`config.mk`:
```
export PLATFORM = sky130hd
export DESIGN_NAME = freg_wb_scheduler_flat
export DESIGN_NICKNAME = d
export VERILOG_FILES = /design/src/rtl/freg_wb_scheduler_pkg.sv /design/src/rtl/freg_wb_scheduler_if.sv /design/src/rtl/freg_rr_arbiter.sv /design/src/rtl/freg_wb_scheduler.sv /design/src/flat_wrapper.sv
export SDC_FILE = /design/constraint.sdc
export NUM_CORES = 1
export LEC_CHECK = 0
export ABC_AREA = 1
export CORE_MARGIN = 8
export CORE_UTILIZATION = 47
export DETAILED_ROUTE_END_ITERATION = 8
export HOLD_SLACK_MARGIN = 0.02
export PLACE_DENSITY = 0.88
export SLEW_MARGIN = 10
export SYNTH_ARGS = -nofsm -noshare
export SYNTH_HDL_FRONTEND = slang
export SYNTH_HIERARCHICAL = 1
export SYNTH_SLANG_ARGS = --single-unit
export TNS_END_PERCENT = 100
```
`constraint.sdc`:
```
create_clock -name clk_i -period 7 [get_ports clk_i]
set_input_delay 1.4 -clock clk_i [delete_from_list [all_inputs] [get_ports clk_i]]
set_output_delay 1.4 -clock clk_i [all_outputs]
set_load 0.01 [all_outputs]
```
`src/rtl/freg_wb_scheduler_pkg.sv`:
```
// Shared FP-writeback definitions.
//   XLEN         : FP register count and data width
//   f_register_e : FP register name (f0..f31)
//   float_t      : single-precision raw bit pattern
//   N_FWB_REQ    : default number of FP writeback requesters
//   fwb_req_t    : one writeback request {valid, faddr, data}
package freg_wb_scheduler_pkg;

  localparam int unsigned XLEN      = 32;
  localparam int unsigned FADDR_W   = 5;
  localparam int unsigned N_FWB_REQ = 4;

  typedef enum logic [FADDR_W-1:0] {
    F0,  F1,  F2,  F3,  F4,  F5,  F6,  F7,
    F8,  F9,  F10, F11, F12, F13, F14, F15,
    F16, F17, F18, F19, F20, F21, F22, F23,
    F24, F25, F26, F27, F28, F29, F30, F31
  } f_register_e;

  typedef logic [XLEN-1:0] float_t;

  typedef struct packed {
    logic        valid;
    f_register_e faddr;
    float_t      data;
  } fwb_req_t;

endpackage

```
`src/rtl/freg_wb_scheduler_if.sv`:
```
// FP writeback request bus: N_REQ valid/ready channels, each carrying a
// destination register and a result.
//   req_valid : per-requester request (master -> slave)
//   req_faddr : per-requester destination register (master -> slave)
//   req_data  : per-requester result (master -> slave)
//   req_ready : per-requester grant (slave -> master)
interface freg_wb_scheduler_if
  import freg_wb_scheduler_pkg::*;
#(
  parameter int unsigned N_REQ = N_FWB_REQ
);

  logic [N_REQ-1:0]              req_valid;
  logic [N_REQ-1:0][FADDR_W-1:0] req_faddr;
  logic [N_REQ-1:0][XLEN-1:0]    req_data;
  logic [N_REQ-1:0]              req_ready;

  modport master (
    output req_valid, req_faddr, req_data,
    input  req_ready
  );

  modport slave (
    input  req_valid, req_faddr, req_data,
    output req_ready
  );

endinterface

```
`src/rtl/freg_rr_arbiter.sv`:
```
// N-way round-robin arbiter with internal priority pointer.
//   clk_i, rst_i : clock, synchronous active-high reset
//   en_i         : grants are issued and the pointer moves only when high
//   req_i        : request vector
//   gnt_o        : one-hot grant (zero when nothing is granted)
//   gnt_idx_o    : index of the granted requester
//   gnt_valid_o  : a grant is issued this cycle
// A grant always completes a transfer, so the pointer advances past the
// winner whenever gnt_valid_o is high.
module freg_rr_arbiter #(
  parameter int unsigned N = 4
) (
  input  logic                 clk_i,
  input  logic                 rst_i,
  input  logic                 en_i,
  input  logic [N-1:0]         req_i,
  output logic [N-1:0]         gnt_o,
  output logic [$clog2(N)-1:0] gnt_idx_o,
  output logic                 gnt_valid_o
);

  localparam int unsigned PW = $clog2(N);

  logic [PW-1:0] ptr_q, ptr_d;

  always_comb begin
    int unsigned idx;
    logic        found;
    // NOTE: every variable assigned here gets a default first so no path
    // leaves it unassigned, which would infer a latch.
    gnt_o       = '0;
    gnt_idx_o   = '0;
    gnt_valid_o = 1'b0;
    found       = 1'b0;
    ptr_d       = ptr_q;

    // Scan from the pointer upward, wrapping modulo N (N need not be 2^k).
    for (int unsigned off = 0; off < N; off++) begin
      idx = {{(32-PW){1'b0}}, ptr_q} + off;
      if (idx >= N) idx = idx - N;
      if (!found && req_i[idx]) begin
        found     = 1'b1;
        gnt_idx_o = idx[PW-1:0];
      end
    end

    gnt_valid_o      = found & en_i;
    gnt_o[gnt_idx_o] = gnt_valid_o;

    if (gnt_valid_o) begin
      if (gnt_idx_o == PW'(N - 1)) ptr_d = '0;
      else                         ptr_d = gnt_idx_o + 1'b1;
    end
  end

  always_ff @(posedge clk_i) begin
    // NOTE: sequential state uses non-blocking assignments so every flop
    // samples pre-edge values regardless of block ordering.
    if (rst_i) ptr_q <= '0;
    else       ptr_q <= ptr_d;
  end

endmodule

```
`src/rtl/freg_wb_scheduler.sv`:
```
// FP register-file writeback scheduler.
//   clk_i, rst_i   : clock, synchronous active-high reset
//   clk_en_i       : global enable; all state frozen while low
//   issue_valid_i  : an FP-writing instruction issues to issue_faddr_i
//   issue_ready_o  : destination not pending (WAW stall otherwise)
//   wb             : writeback request bus (slave side)
//   we_o, w_faddr_o, wr_fdata_o : registered register-file write port
//   r_faddr_i, r_used_i         : source operands of the decoding instruction
//   hazard_o       : a used source register has a write in flight
//   pending_o      : per-register in-flight scoreboard
module freg_wb_scheduler
  import freg_wb_scheduler_pkg::*;
#(
  parameter int unsigned N_REQ = N_FWB_REQ
) (
  input  logic                    clk_i,
  input  logic                    rst_i,
  input  logic                    clk_en_i,
  input  logic                    issue_valid_i,
  input  f_register_e             issue_faddr_i,
  output logic                    issue_ready_o,
  freg_wb_scheduler_if.slave      wb,
  output logic                    we_o,
  output f_register_e             w_faddr_o,
  output float_t                  wr_fdata_o,
  input  logic [2:0][FADDR_W-1:0] r_faddr_i,
  input  logic [2:0]              r_used_i,
  output logic                    hazard_o,
  output logic [XLEN-1:0]         pending_o
);

  logic [$clog2(N_REQ)-1:0] gnt_idx;
  logic                     gnt_valid;
  fwb_req_t                 sel_req;

  logic [XLEN-1:0] pending_q, pending_d;
  logic            we_q, we_d;
  f_register_e     w_faddr_q, w_faddr_d;
  float_t          wr_fdata_q, wr_fdata_d;
  logic            issue_fire;

  freg_rr_arbiter #(.N(N_REQ)) u_arb (
    .clk_i       (clk_i),
    .rst_i       (rst_i),
    .en_i        (clk_en_i),
    .req_i       (wb.req_valid),
    .gnt_o       (wb.req_ready),
    .gnt_idx_o   (gnt_idx),
    .gnt_valid_o (gnt_valid)
  );

  assign issue_ready_o = ~pending_q[issue_faddr_i];
  assign issue_fire    = clk_en_i & issue_valid_i & issue_ready_o;

  always_comb begin
    sel_req.valid = gnt_valid;
    sel_req.faddr = f_register_e'(wb.req_faddr[gnt_idx]);
    sel_req.data  = wb.req_data[gnt_idx];

    pending_d  = pending_q;
    we_d       = we_q;
    w_faddr_d  = w_faddr_q;
    wr_fdata_d = wr_fdata_q;

    if (clk_en_i) begin
      // Retire the write currently on the port, then apply a new issue so
      // that a set to the same register takes precedence.
      if (we_q)       pending_d[w_faddr_q]     = 1'b0;
      if (issue_fire) pending_d[issue_faddr_i] = 1'b1;

      we_d = sel_req.valid;
      if (sel_req.valid) begin
        w_faddr_d  = sel_req.faddr;
        wr_fdata_d = sel_req.data;
      end
    end
  end

  always_comb begin
    hazard_o = 1'b0;
    for (int p = 0; p < 3; p++) begin
      if (r_used_i[p] && pending_q[r_faddr_i[p]]) hazard_o = 1'b1;
    end
  end

  always_ff @(posedge clk_i) begin
    if (rst_i) begin
      // NOTE: the scoreboard is a flop vector, not RAM, so it resets in one
      // cycle; the write port resets too so no stale write survives reset.
      pending_q  <= '0;
      we_q       <= 1'b0;
      w_faddr_q  <= F0;
      wr_fdata_q <= '0;
    end else begin
      pending_q  <= pending_d;
      we_q       <= we_d;
      w_faddr_q  <= w_faddr_d;
      wr_fdata_q <= wr_fdata_d;
    end
  end

  assign we_o       = we_q;
  assign w_faddr_o  = w_faddr_q;
  assign wr_fdata_o = wr_fdata_q;
  assign pending_o  = pending_q;

endmodule

```
`src/flat_wrapper.sv`:
```
// flat-port wrapper written by rule: the top's interface ports become plain ports
module freg_wb_scheduler_flat import freg_wb_scheduler_pkg::*;
#(
  parameter int unsigned N_REQ = N_FWB_REQ
)
  (clk_i, rst_i, clk_en_i, issue_valid_i, issue_faddr_i, issue_ready_o, we_o, w_faddr_o, wr_fdata_o, r_faddr_i, r_used_i, hazard_o, pending_o, wb_req_valid, wb_req_faddr, wb_req_data, wb_req_ready);
  freg_wb_scheduler_if #(.N_REQ(N_REQ)) wb_i ();
  input  logic clk_i;
  input  logic rst_i;
  input  logic clk_en_i;
  input  logic issue_valid_i;
  input  f_register_e issue_faddr_i;
  output logic issue_ready_o;
  output logic we_o;
  output f_register_e w_faddr_o;
  output float_t wr_fdata_o;
  input  logic [2:0][FADDR_W-1:0] r_faddr_i;
  input  logic [2:0] r_used_i;
  output logic hazard_o;
  output logic [XLEN-1:0] pending_o;
  input wire logic [$bits(wb_i.req_valid)-1:0] wb_req_valid;
  input wire logic [$bits(wb_i.req_faddr)-1:0] wb_req_faddr;
  input wire logic [$bits(wb_i.req_data)-1:0] wb_req_data;
  output wire logic [$bits(wb_i.req_ready)-1:0] wb_req_ready;
  assign wb_i.req_valid = wb_req_valid;
  assign wb_i.req_faddr = wb_req_faddr;
  assign wb_i.req_data = wb_req_data;
  assign wb_req_ready = wb_i.req_ready;
  freg_wb_scheduler #(.N_REQ(N_REQ)) u_core (.clk_i(clk_i), .rst_i(rst_i), .clk_en_i(clk_en_i), .issue_valid_i(issue_valid_i), .issue_faddr_i(issue_faddr_i), .issue_ready_o(issue_ready_o), .wb(wb_i), .we_o(we_o), .w_faddr_o(w_faddr_o), .wr_fdata_o(wr_fdata_o), .r_faddr_i(r_faddr_i), .r_used_i(r_used_i), .hazard_o(hazard_o), .pending_o(pending_o));
endmodule
```
### Congestion heat map, run 1

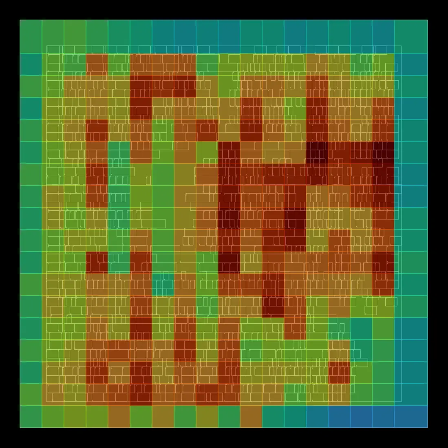
busiest grt layer: met2
WL per Instance: 17.0 µm
total track usage: 0.284

### The metal 1 layer, run 1

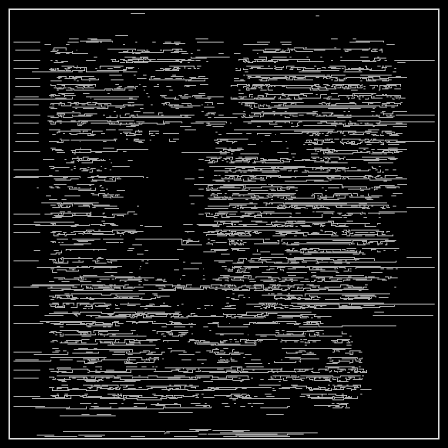
longest straight run: 32.2 µm
wire length on this layer: 8890 µm
main direction: horizontal
share of all routed wire: 37%
nets with wire on the layer: 1293

==> results_dict.tcl, run 1 <==
# implementation run metrics
set metrics [dict create \
    status "completed" \
    globalplace.congestion 0.971 \
    p_per_area_nw_per_um2 286 \
    floorplan.nets 1215 \
    seq_area_um2 1440 \
    dr.pass1.iters 6 \
    num_io_pins 255 \
    syn_area_per_cell_um2 5.69 \
    dpl.hpwl_um 17600 \
    period_used_share 0.753 \
    rsz0062_at_grt "false" \
    fmax_mhz 190 \
    clock_latency_ns 0.33 \
    ys_warn_count 6 \
    largest_area_cell "dfxtp_1" \
    grt_overflow 0 \
    cp.arrival_ns 3.87 \
    die_w_um 128 \
    numCtsBuffers 9 \
    clock_sinks 72 \
    ir_drop_v 0.000357 \
    worstSetupPathType "in2out" \
    grt_pass1_wl_um 37300 \
    path_clk_slew_ns 0.05 \
    grt_antenna_before_repair 1 \
    setup_viol 0 \
    power_leakage_nw 3.53 \
    post_cts_buffers 0 \
    slew_headroom 0.341 \
    skew_ns 0.00478 \
    via_per_inst 5.53 \
    hp-class "reg2reg" \
    postSynthSeqShare 0.246 \
    lay_top_cells "clkdlybuf4s50_1, nand2_1, nor2_1" \
    grt_max_degree 76 \
    fillers 1118 \
    layout_top_cell "clkdlybuf4s50_1" \
    min_period_ns 5.27 \
    final_nets 1418 \
    ys_area_um2 5870 \
    drc 0 \
    synth_cells 1032 \
    cts_resized 0 \
    cp-end-kind "primary output" \
    synthTopCellsByArea "dfxtp_1, nand2_1, nor2_1" \
    coreArea_um2 12400 \
    cts_root_buffer "clkbuf_16" \
    maxCapViolCount 0 \
    drive_gt1_frac 0.0331 \
    rr_worst_depth 15 \
    synth-seq-cells 72 \
    cp.required_ns 5.60 \
    synth_cell_types 28 \
    hold_viol 0 \
    drv_slew 0 \
    rows 41 \
    portBuffers 254 \
    cts_tree "built" \
    syn_area_um2 5870 \
    worstSetupStartpointType "input port" \
    setup_ws_ns 1.73 \
    pre_cts_ws_ns 1.83 \
    die_h_um 128 \
    setup_total_negative_slack_ns 0 \
    area_delta_synth_final_pct 46.5 \
    fp_util 0.473 \
    ys_cells 1032 \
    grt_pass1_vias 7103 \
    cts_buffer_depth 2 \
    drt_iter0_markers 823 \
    hold_buffers 0 \
    tool_warnings 29 \
    antenna_left 0 \
    worstPathMaxFanout 17 \
    multiInputGateArea_um2 3630 \
    worst_slew_pin_slew_ns 0.987 \
    htree_levels 3 \
    chipArea_um2 16300 \
    top_area_frac 0.246 \
    hold_depth 4 \
]
### Signal wires on met3, run 1

Bar = 50 µm.
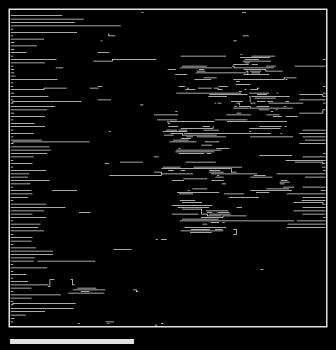
wire length on this layer: 2630 µm
share of all routed wire: 11%
nets with wire on the layer: 232
main direction: horizontal
Detailed Route WL: 24000 µm
M3 GR Usage: 0.0869
Via Count: 7819

==> run 1: path summary, 6_finish.rpt <==
check / from / end / slack [ns]
min reg2reg: u_core/wr_fdata_o[30]$_SDFFE_PP0P_ / u_core/wr_fdata_o[30]$_SDFFE_PP0P_ / 0.54
max: r_faddr_i[0] / hazard_o / 1.73
min: u_core/wr_fdata_o[30]$_SDFFE_PP0P_ / u_core/wr_fdata_o[30]$_SDFFE_PP0P_ / 0.54
max reg2reg: u_core/u_arb/ptr_q[0]$_SDFFE_PP0P_ / u_core/wr_fdata_o[4]$_SDFFE_PP0P_ / 3.43
==> run 1: per-stage QoR <==
step | power (W) | hold slack [ns] | area, µm² | std cells | utilization
6_report | 0.00246 | 0.541 | 8600 | 1413 | 0.693
5_1_grt | 0.00268 | 0.574 | 8600 | 1413 | 0.693
4_1_cts | 0.00246 | 0.539 | 8600 | 1412 | 0.692
3_5_place_dp | 0.00204 | 0.533 | 8330 | 1396 | 0.671
3_3_place_gp | 0.00204 | 0.524 | 8330 | 1396 | 0.671
2_1_floorplan | 0.00158 | 0.520 | 5870 | 1032 | -
==> run 1: logic make-up after synthesis <==
| family | Yosys count | share of synthesized area |
|---|---|---|
| fa+ha+maj | 4 | 0.00853 |
| compound gates | 225 | 0.217 |
| flops | 72 | 0.246 |
| simple gates | 539 | 0.391 |
| buf+inv | 192 | 0.138 |
==> run 1: cell usage after synthesis (all sizes together) <==
library cell	number
a21o	1
nor2	156
nor3	12
nor4	1
o21a	1
a21oi	76
inv	125
a31oi	1
nand2	240
o21ai	108
o31ai	1
nand3	97
ha	4
clkbuf	38
buf	29
dfxtp	72
nand4	33
o32ai	37
==> run 1: flip-flops by register name, summed over array words and instances (netlist names) <==
register	count
u_core/pending_o	32
u_core/wr_fdata_o	32
u_core/w_faddr_o	5
u_core/u_arb/ptr_q	2
u_core/we_o	1
==> run 1: critical path, cell delays in order <==
cell	delay [ns]
clkdlybuf4s50_1	0.83
inv_1	0.39
nand2_1	0.16
nand3_1	0.08
nand3_1	0.09
nand2_1	0.06
a21oi_1	0.12
nand2_1	0.07
nand3_1	0.11
nand3_1	0.07
clkdlybuf4s50_1	0.48
==> run 1: final cells by class <==
class | count | area share
Multi-Input combinational cell | 768 | 0.422
Timing Repair Buffer | 259 | 0.299
Sequential cell | 72 | 0.168
Inverter | 125 | 0.0549
Clock buffer | 11 | 0.0271
Tap cell | 172 | 0.0250
Clock inverter | 5 | 0.00393
Antenna cell | 1 | 0.000291
==> run 1: metal layers <==
| metal | up-vias | wire length, µm | GRT usage | share of wire |
|---|---|---|---|---|
| met3 | 86 | 2630 | 0.0869 | 0.11 |
| met2 | 479 | 11300 | 0.473 | 0.47 |
| met5 | - | 0 | 0 | 0 |
| met4 | 0 | 1100 | 0.141 | 0.046 |
| li1 | 3807 | - | - | - |
| met1 | 3447 | 8890 | 0.324 | 0.37 |
==> run 1: power breakdown <==
part	total [W]	internal [W]	switching, W
Clock	0.000408	0.000239	0.000169
Sequential	0.000504	0.000463	0.0000417
Combinational	0.00155	0.000599	0.000950
### Met4 routing, run 1

Cells faint in the background.
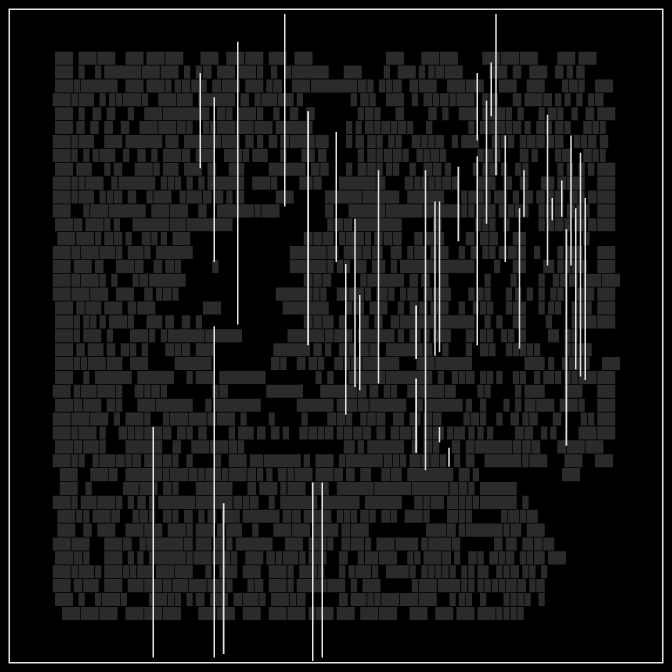

==> run 2, diff against run 1 <==
--- a/config.mk
+++ b/config.mk
@@ -7,10 +7,10 @@
 export LEC_CHECK = 0
 export ABC_AREA = 1
 export CORE_MARGIN = 8
-export CORE_UTILIZATION = 47
+export CORE_UTILIZATION = 39
 export DETAILED_ROUTE_END_ITERATION = 8
 export HOLD_SLACK_MARGIN = 0.02
-export PLACE_DENSITY = 0.88
+export PLACE_DENSITY = 0.78
 export SLEW_MARGIN = 10
 export SYNTH_ARGS = -nofsm -noshare
 export SYNTH_HDL_FRONTEND = slang
==> constraint.sdc (replaced) <==
create_clock -name clk_i -period 4.6 [get_ports clk_i]
set_input_delay 0.92 -clock clk_i [delete_from_list [all_inputs] [get_ports clk_i]]
set_output_delay 0.92 -clock clk_i [all_outputs]
set_load 0.01 [all_outputs]
### Met4 routing, run 2

Cells faint in the background.
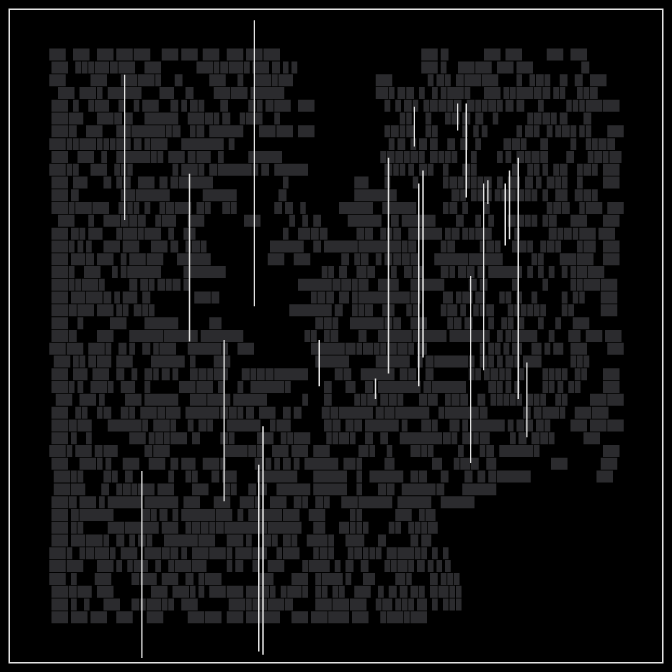
wire length on this layer: 640 µm
longest straight run: 60.5 µm
main direction: vertical
Via Count: 7809
Detailed Route WL: 24600 µm

### Metal 2, run 2

Bar = 50 µm. Cells faint in the background.
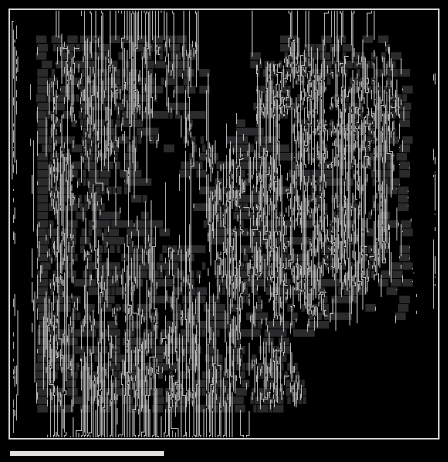
wire length on this layer: 11800 µm
longest straight run: 62.4 µm
share of all routed wire: 48%
nets with wire on the layer: 1098
main direction: vertical
grt met2 use: 0.419

==> run 2 against run 1 <==
Compared with the run above: cell count rose by 1.3%; via count down 0.13%; design area grew 1.3%; largest cell class unchanged; highest routed layer unchanged.
==> results_dict.tcl, run 2 <==
# implementation run metrics
set metrics [dict create \
    wire_per_inst_um 17.2 \
    power_leakage_nw 3.58 \
    hp-class "reg2reg" \
    clock_latency_ns 0.33 \
    drc 0 \
    syn_area_um2 5870 \
    grt_pass1_wl_um 38200 \
    area_delta_synth_final_pct 48.3 \
    worstSetupStartpointType "input port" \
    r2r-end "u_core/wr_fdata_o[30]$_SDFFE_PP0P_" \
    path_clk_slew_ns 0.06 \
    hold_depth 4 \
    grt_max_degree 75 \
    numCtsBuffers 9 \
    maxCapViolCount 0 \
    dr.pass1.iters 9 \
    syn_area_per_cell_um2 5.69 \
    synthTopCellsByCount "nand2_1, nor2_1, inv_1" \
    cp-end-kind "primary output" \
    worst_slew_pin_slew_ns 0.967 \
    via_per_inst 5.45 \
    grt_antenna_before_repair 0 \
    cts_tree "built" \
    ys_cells 1032 \
    rsz0062_at_grt "false" \
    swShare 0.461 \
    crit_chain "clkdlybuf4s50_1, buf_4, nor2_1, nand2_1, nand3_1, nand2_1, nand2_1, nor4_1, clkdlybuf4s50_1" \
    p_per_area_nw_per_um2 446 \
    status "completed" \
    cts_root_buffer "clkbuf_16" \
    chipArea_um2 19200 \
    fmax_mhz 246 \
    path_delay_family "buffers and inverters" \
    ys_warn_count 6 \
    cts_buffer_depth 2 \
    ff_type "dfxtp_1" \
    top_area_frac 0.246 \
    grt_overflow 0 \
    ys_area_um2 5870 \
    synth-seq-cells 72 \
    worstSetupPathType "in2out" \
    path_common_cell "nand2_1" \
    coreArea_um2 15000 \
    cp.depth 9 \
    synthTopCellsByArea "dfxtp_1, nand2_1, nor2_1" \
    max_stage_delay_ns 0.68 \
    p_sw_w 0.00179 \
    synth_cell_types 28 \
    top_cell "nand2_1" \
    p_comb_frac 0.622 \
    antenna_cells 0 \
    setup_viol 0 \
    edf_count 0 \
    seqPwrFrac 0.198 \
    rr_worst_depth 15 \
    hold-path-endpoint "u_core/wr_fdata_o[17]$_SDFFE_PP0P_" \
    drive_gt1_frac 0.0378 \
    hold_buffers 0 \
    skew_ns 0.00805 \
    floorplan.nets 1215 \
    cp.arrival_ns 3.14 \
    setup_total_negative_slack_ns 0 \
    num_io_pins 255 \
    post_cts_buffers 0 \
    min_period_ns 4.06 \
    crit_path_top_delay_cell "clkdlybuf4s50_1" \
    pwr-share-clk 0.179 \
    period_used_share 0.882 \
    antenna_left 0 \
    synth_cells 1032 \
    postSynthSeqShare 0.246 \
    cts_resized 0 \
    drv_slew 0 \
    final_nets 1423 \
    hold_ws_ns 0.541 \
    portBuffers 254 \
    ys_async_sr_fraction 0 \
    tool_warnings 29 \
    dpl.hpwl_um 18300 \
    globalplace.congestion 0.946 \
    cp.required_ns 3.68 \
    worst-path-buf-inv 3 \
    lay_top_cells "clkdlybuf4s50_1, nand2_1, nor2_1" \
    fp_util 0.392 \
    slew_headroom 0.354 \
    worst_hold_startpoint "u_core/wr_fdata_o[17]$_SDFFE_PP0P_" \
    crit_start "issue_faddr_i[0]" \
    die_w_um 139 \
    ir_drop_v 0.000397 \
    drt_iter0_markers 795 \
    largest_area_cell "dfxtp_1" \
    grtUsageTotal 0.243 \
    hold_viol 0 \
    die_h_um 139 \
    p_int_w 0.00210 \
    rows 45 \
    layout_top_cell "clkdlybuf4s50_1" \
    grt_pass1_vias 7139 \
    reg2reg_from "u_core/u_arb/ptr_q[0]$_SDFFE_PP0P_" \
    worstPathMaxFanout 10 \
    r2r_setup_slack_ns 1.73 \
    clock_sinks 72 \
    htree_levels 3 \
]
### The metal 1 layer, run 2

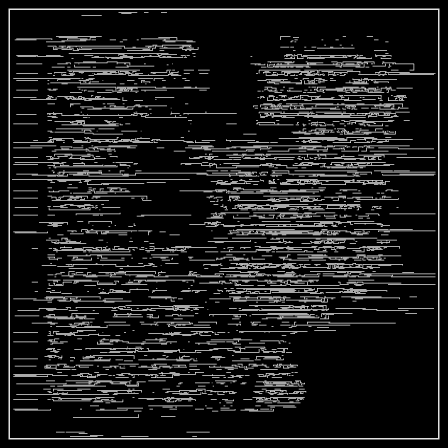
nets with wire on the layer: 1278
share of all routed wire: 39%
met1 usage: 0.278

## run 2: worst reg2reg max path, cell delays in order (launching register included)
cell and delay (ns):
dfxtp_1 0.56, inv_2 0.18, nand2_2 0.11, nand2_2 0.08, nand2_1 0.07, nand2_1 0.06, nor2_2 0.14, nand3_2 0.13
nand3_1 0.18, inv_2 0.21, inv_2 0.13, buf_12 0.27, nor2_1 0.13, o32ai_1 0.36, o21ai_0 0.13, inv_1 0.07
## run 2: power groups by stage
stage | Clock, W | Sequential [W] | Combinational, W
floorplan | 0 | 0.000799 | 0.00161
global placement | 0 | 0.000780 | 0.00240
detailed placement | 0 | 0.000784 | 0.00241
CTS | 0.000711 | 0.000772 | 0.00242
global route | 0.000736 | 0.000782 | 0.00271
finish | 0.000697 | 0.000771 | 0.00242
## run 2: cell type report
type | count | area, µm²
well taps | 188 | 235
multi-input cells | 768 | 3630
repair buffers | 264 | 2640
fillers | 1466 | 6270
clock inverters | 5 | 56.3
flip-flops and latches | 72 | 1440
clock buffers | 10 | 239
inverters | 125 | 472
## run 2: metrics by stage
step	std cells	area, µm²	setup WS (ns)	total power [W]	utilization
after global routing	1432	8710	0.377	0.00422	0.581
after global placement	1417	8410	0.615	0.00318	0.562
after CTS	1432	8710	0.602	0.00390	0.581
final	1432	8710	0.542	0.00389	0.581
after floorplan	1032	5870	1.71	0.00240	-
after detailed placement	1417	8410	0.613	0.00320	0.562
## run 2: worst max-delay path by stage
stage,end,slack (ns)
floorplan,issue_ready_o,1.71
global placement,issue_ready_o,0.61
detailed placement,issue_ready_o,0.61
CTS,issue_ready_o,0.60
global route,wb_req_ready[3],0.38
finish,issue_ready_o,0.54
## run 2: metal layers
layer,global-route usage,vias up,part of all wire
li1,-,3830,-
met5,0,-,0
met3,0.0709,48,0.10
met1,0.278,3491,0.39
met4,0.0971,0,0.026
met2,0.419,440,0.48
## run 2: cell families (layout without fill, tap and decap cells)
group | Yosys count | in the layout | share of synthesized area
AND/OR/NAND/NOR | 539 | 539 | 0.391
flip-flops | 72 | 72 | 0.246
AND-OR/OR-AND | 225 | 225 | 0.217
buffers and inverters | 192 | 404 | 0.138
adder cells (fa/ha/maj) | 4 | 4 | 0.00853
### Signal wires on met3, run 2

Bar = 50 µm.
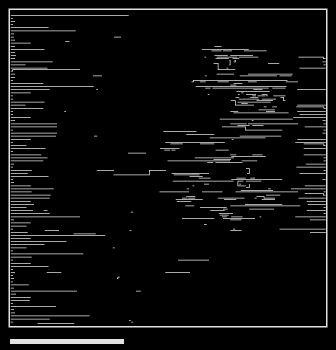

==> run 3, diff against run 2 <==
--- a/config.mk
+++ b/config.mk
@@ -7,10 +7,10 @@
 export LEC_CHECK = 0
 export ABC_AREA = 1
 export CORE_MARGIN = 8
-export CORE_UTILIZATION = 39
+export CORE_UTILIZATION = 47
 export DETAILED_ROUTE_END_ITERATION = 8
 export HOLD_SLACK_MARGIN = 0.02
-export PLACE_DENSITY = 0.78
+export PLACE_DENSITY = 0.88
 export SLEW_MARGIN = 10
 export SYNTH_ARGS = -nofsm -noshare
 export SYNTH_HDL_FRONTEND = slang
==> constraint.sdc (replaced) <==
create_clock -name clk_i -period 4.9 [get_ports clk_i]
set_input_delay 0.98 -clock clk_i [delete_from_list [all_inputs] [get_ports clk_i]]
set_output_delay 0.98 -clock clk_i [all_outputs]
set_load 0.01 [all_outputs]
### Signal wires on met3, run 3

Bar = 50 µm.
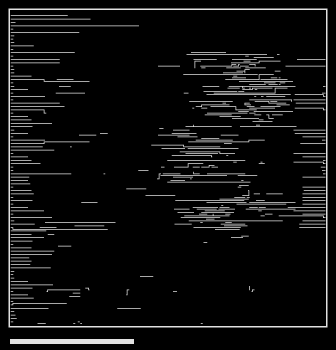
wire length on this layer: 2750 µm
share of all routed wire: 12%
longest straight run: 51.5 µm

### Congestion heat map, run 3

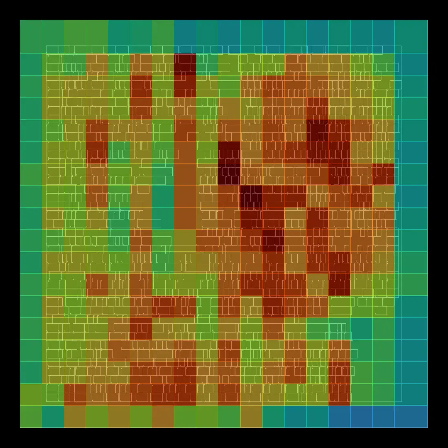
Core Util, Final: 0.698
M3 GR Usage: 0.0803
total track usage: 0.280
WL per Instance: 16.7 µm

==> run 3 against run 2 <==
Compared with the run above: setup slack lost 0.025 ns; synthesized cell count unchanged; critical path type unchanged; largest power group unchanged; first-iteration DRC count rose by 30%; register-to-register slack better by 0.25 ns.
==> results_dict.tcl, run 3 <==
# implementation run metrics
set metrics [dict create \
    edf_count 0 \
    drv_slew 0 \
    crit_path_top_delay_cell "clkdlybuf4s50_1" \
    tool_warnings 29 \
    synth_cells 1032 \
    post_cts_buffers 0 \
    cts_resized 0 \
    synthTopCellsByArea "dfxtp_1, nand2_1, nor2_1" \
    setup_ws_ns 0.517 \
    worstPathMaxFanout 17 \
    ys_warn_count 6 \
    path_clk_slew_ns 0.06 \
    ys_async_sr_fraction 0 \
    path_common_cell "nand2_1" \
    fillers 1136 \
    drt_wl_total_um 23700 \
    cts_root_buffer "clkbuf_16" \
    finalNonFillerCells 1417 \
    die_h_um 128 \
    hold_ws_ns 0.541 \
    floorplan.nets 1215 \
    worstSetupStartpointType "input port" \
    cts_tree "built" \
    fin_area_um2 8660 \
    max_stage_delay_ns 0.88 \
    fmax_mhz 228 \
    maxCapViolCount 0 \
    postSynthSeqShare 0.246 \
    min_period_ns 4.38 \
    portBuffers 254 \
    drive_gt1_frac 0.0378 \
    placed_area_um2 8370 \
    largest_area_cell "dfxtp_1" \
    antenna_left 0 \
    numCtsBuffers 9 \
    num_vias 7832 \
    dp_cells 1400 \
    worstSetupPathType "in2out" \
    power_leakage_nw 3.57 \
    chipArea_um2 16300 \
    grt_antenna_before_repair 1 \
    rows 41 \
    r2r_setup_slack_ns 1.98 \
    dr.pass1.iters 7 \
    layout_top_cell "clkdlybuf4s50_1" \
    synthTopCellsByCount "nand2_1, nor2_1, inv_1" \
    setup_viol 0 \
    top_area_frac 0.246 \
    crit_chain "clkdlybuf4s50_1, inv_4, nand2_1, nand2_1, nand2_1, nand2_1, nand2_1, nand2_1, nor4_1, clkdlybuf4s50_1" \
    dpl.hpwl_um 17700 \
    ys_area_um2 5870 \
    drt_iter0_markers 1034 \
    drc 0 \
    grt_pass1_wl_um 36900 \
    coreArea_um2 12400 \
    ff_type "dfxtp_1" \
    multiInputGateArea_um2 3630 \
    ir_drop_v 0.000413 \
    setup_total_negative_slack_ns 0 \
    synth-seq-cells 72 \
    grt_overflow 0 \
    hp-class "reg2reg" \
    pre_cts_ws_ns 0.592 \
    rsz0062_at_grt "false" \
    worst_slew_pin_slew_ns 0.979 \
    skew_ns 0.00852 \
    final_nets 1422 \
    clock_latency_ns 0.33 \
    cp-end-kind "primary output" \
    grt_max_degree 76 \
    top_cell "nand2_1" \
    cts_buffer_depth 2 \
    grt_pass1_vias 6966 \
    lay_top_cells "clkdlybuf4s50_1, nand2_1, nor2_1" \
    syn_area_per_cell_um2 5.69 \
    cp.required_ns 3.92 \
    htree_levels 3 \
    area_delta_synth_final_pct 47.6 \
    fp_util 0.473 \
    slew_headroom 0.347 \
    p_per_area_nw_per_um2 412 \
    die_w_um 128 \
    seq_area_um2 1440 \
    globalplace.congestion 0.906 \
    synth_cell_types 28 \
    hold_viol 0 \
    cp.arrival_ns 3.40 \
    num_io_pins 255 \
    ys_cells 1032 \
    status "completed" \
    via_per_inst 5.53 \
    hold_buffers 0 \
    syn_area_um2 5870 \
    clock_sinks 72 \
    period_used_share 0.894 \
]
### Met4 routing, run 3

Cells faint in the background.
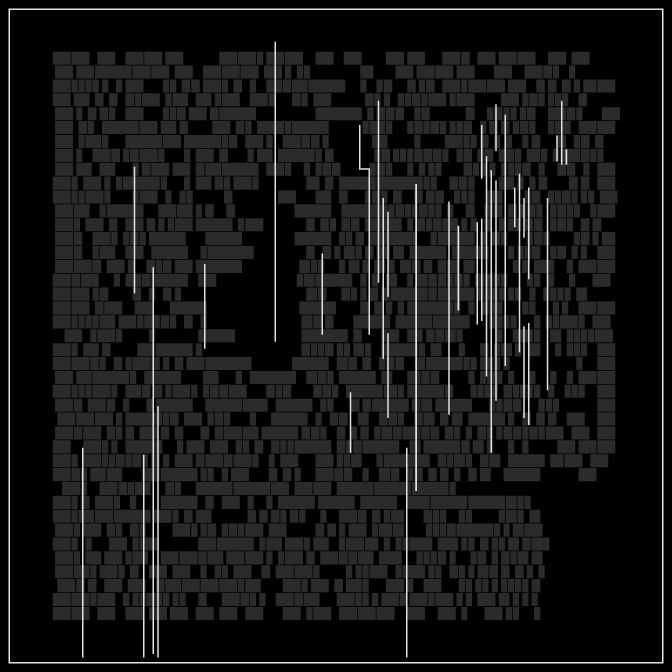
nets with wire on the layer: 32
wire length on this layer: 1040 µm
longest straight run: 75.5 µm

run 3: cell count changes in the layout (fill, tap and decap cells not counted), sizes merged:
cell / change
buf: -1
bufinv: -1
clkinv: -1
clkinvlp: +1
diode: +1
inv: +2
run 3: final cells by class:
cell class	count	area share
Timing Repair Buffer	263	0.302
Sequential cell	72	0.166
Antenna cell	1	0.000289
Clock buffer	10	0.0276
Multi-Input combinational cell	768	0.419
Tap cell	172	0.0248
Inverter	125	0.0544
Clock inverter	6	0.00578
run 3: kinds of logic after synthesis:
group / share of synthesized area
adder cells (fa/ha/maj): 0.00853
flip-flops: 0.246
buffers and inverters: 0.138
AND-OR/OR-AND: 0.217
AND/OR/NAND/NOR: 0.391
run 3: report_power, final:
part           switching (W)  internal [W]  total (W)
registers          0.0000579      0.000661   0.000718
clock network       0.000266      0.000363   0.000629
logic                0.00134      0.000879    0.00222
total                0.00167       0.00190    0.00357
run 3: worst max-delay path, delay by kind of cell:
kind	cells	cell delay, ns
buffers and inverters	3	1.65
AND/OR/NAND/NOR	7	0.77
run 3: final timing paths:
kind | cells past startpoint | from | to
max | 10 | issue_faddr_i[0] | issue_ready_o
min | 4 | u_core/wr_fdata_o[3]$_SDFFE_PP0P_ | u_core/wr_fdata_o[3]$_SDFFE_PP0P_
max reg2reg | 15 | u_core/u_arb/ptr_q[0]$_SDFFE_PP0P_ | u_core/wr_fdata_o[4]$_SDFFE_PP0P_
min reg2reg | 4 | u_core/wr_fdata_o[3]$_SDFFE_PP0P_ | u_core/wr_fdata_o[3]$_SDFFE_PP0P_
run 3: layer usage:
metal / GRT usage / share of wire / vias up
li1: - / - / 3827
met1: 0.331 / 0.37 / 3448
met2: 0.454 / 0.47 / 478
met3: 0.0803 / 0.12 / 79
met4: 0.143 / 0.044 / 0
met5: 0 / 0 / -
run 3: metrics by stage:
stage / utilization / total power [W]
final: 0.698 / 0.00357
after global routing: 0.698 / 0.00389
after CTS: 0.698 / 0.00359
after detailed placement: 0.674 / 0.00295
after global placement: 0.674 / 0.00293
after floorplan: - / 0.00226
Power is estimated from default activity; no workload was simulated.
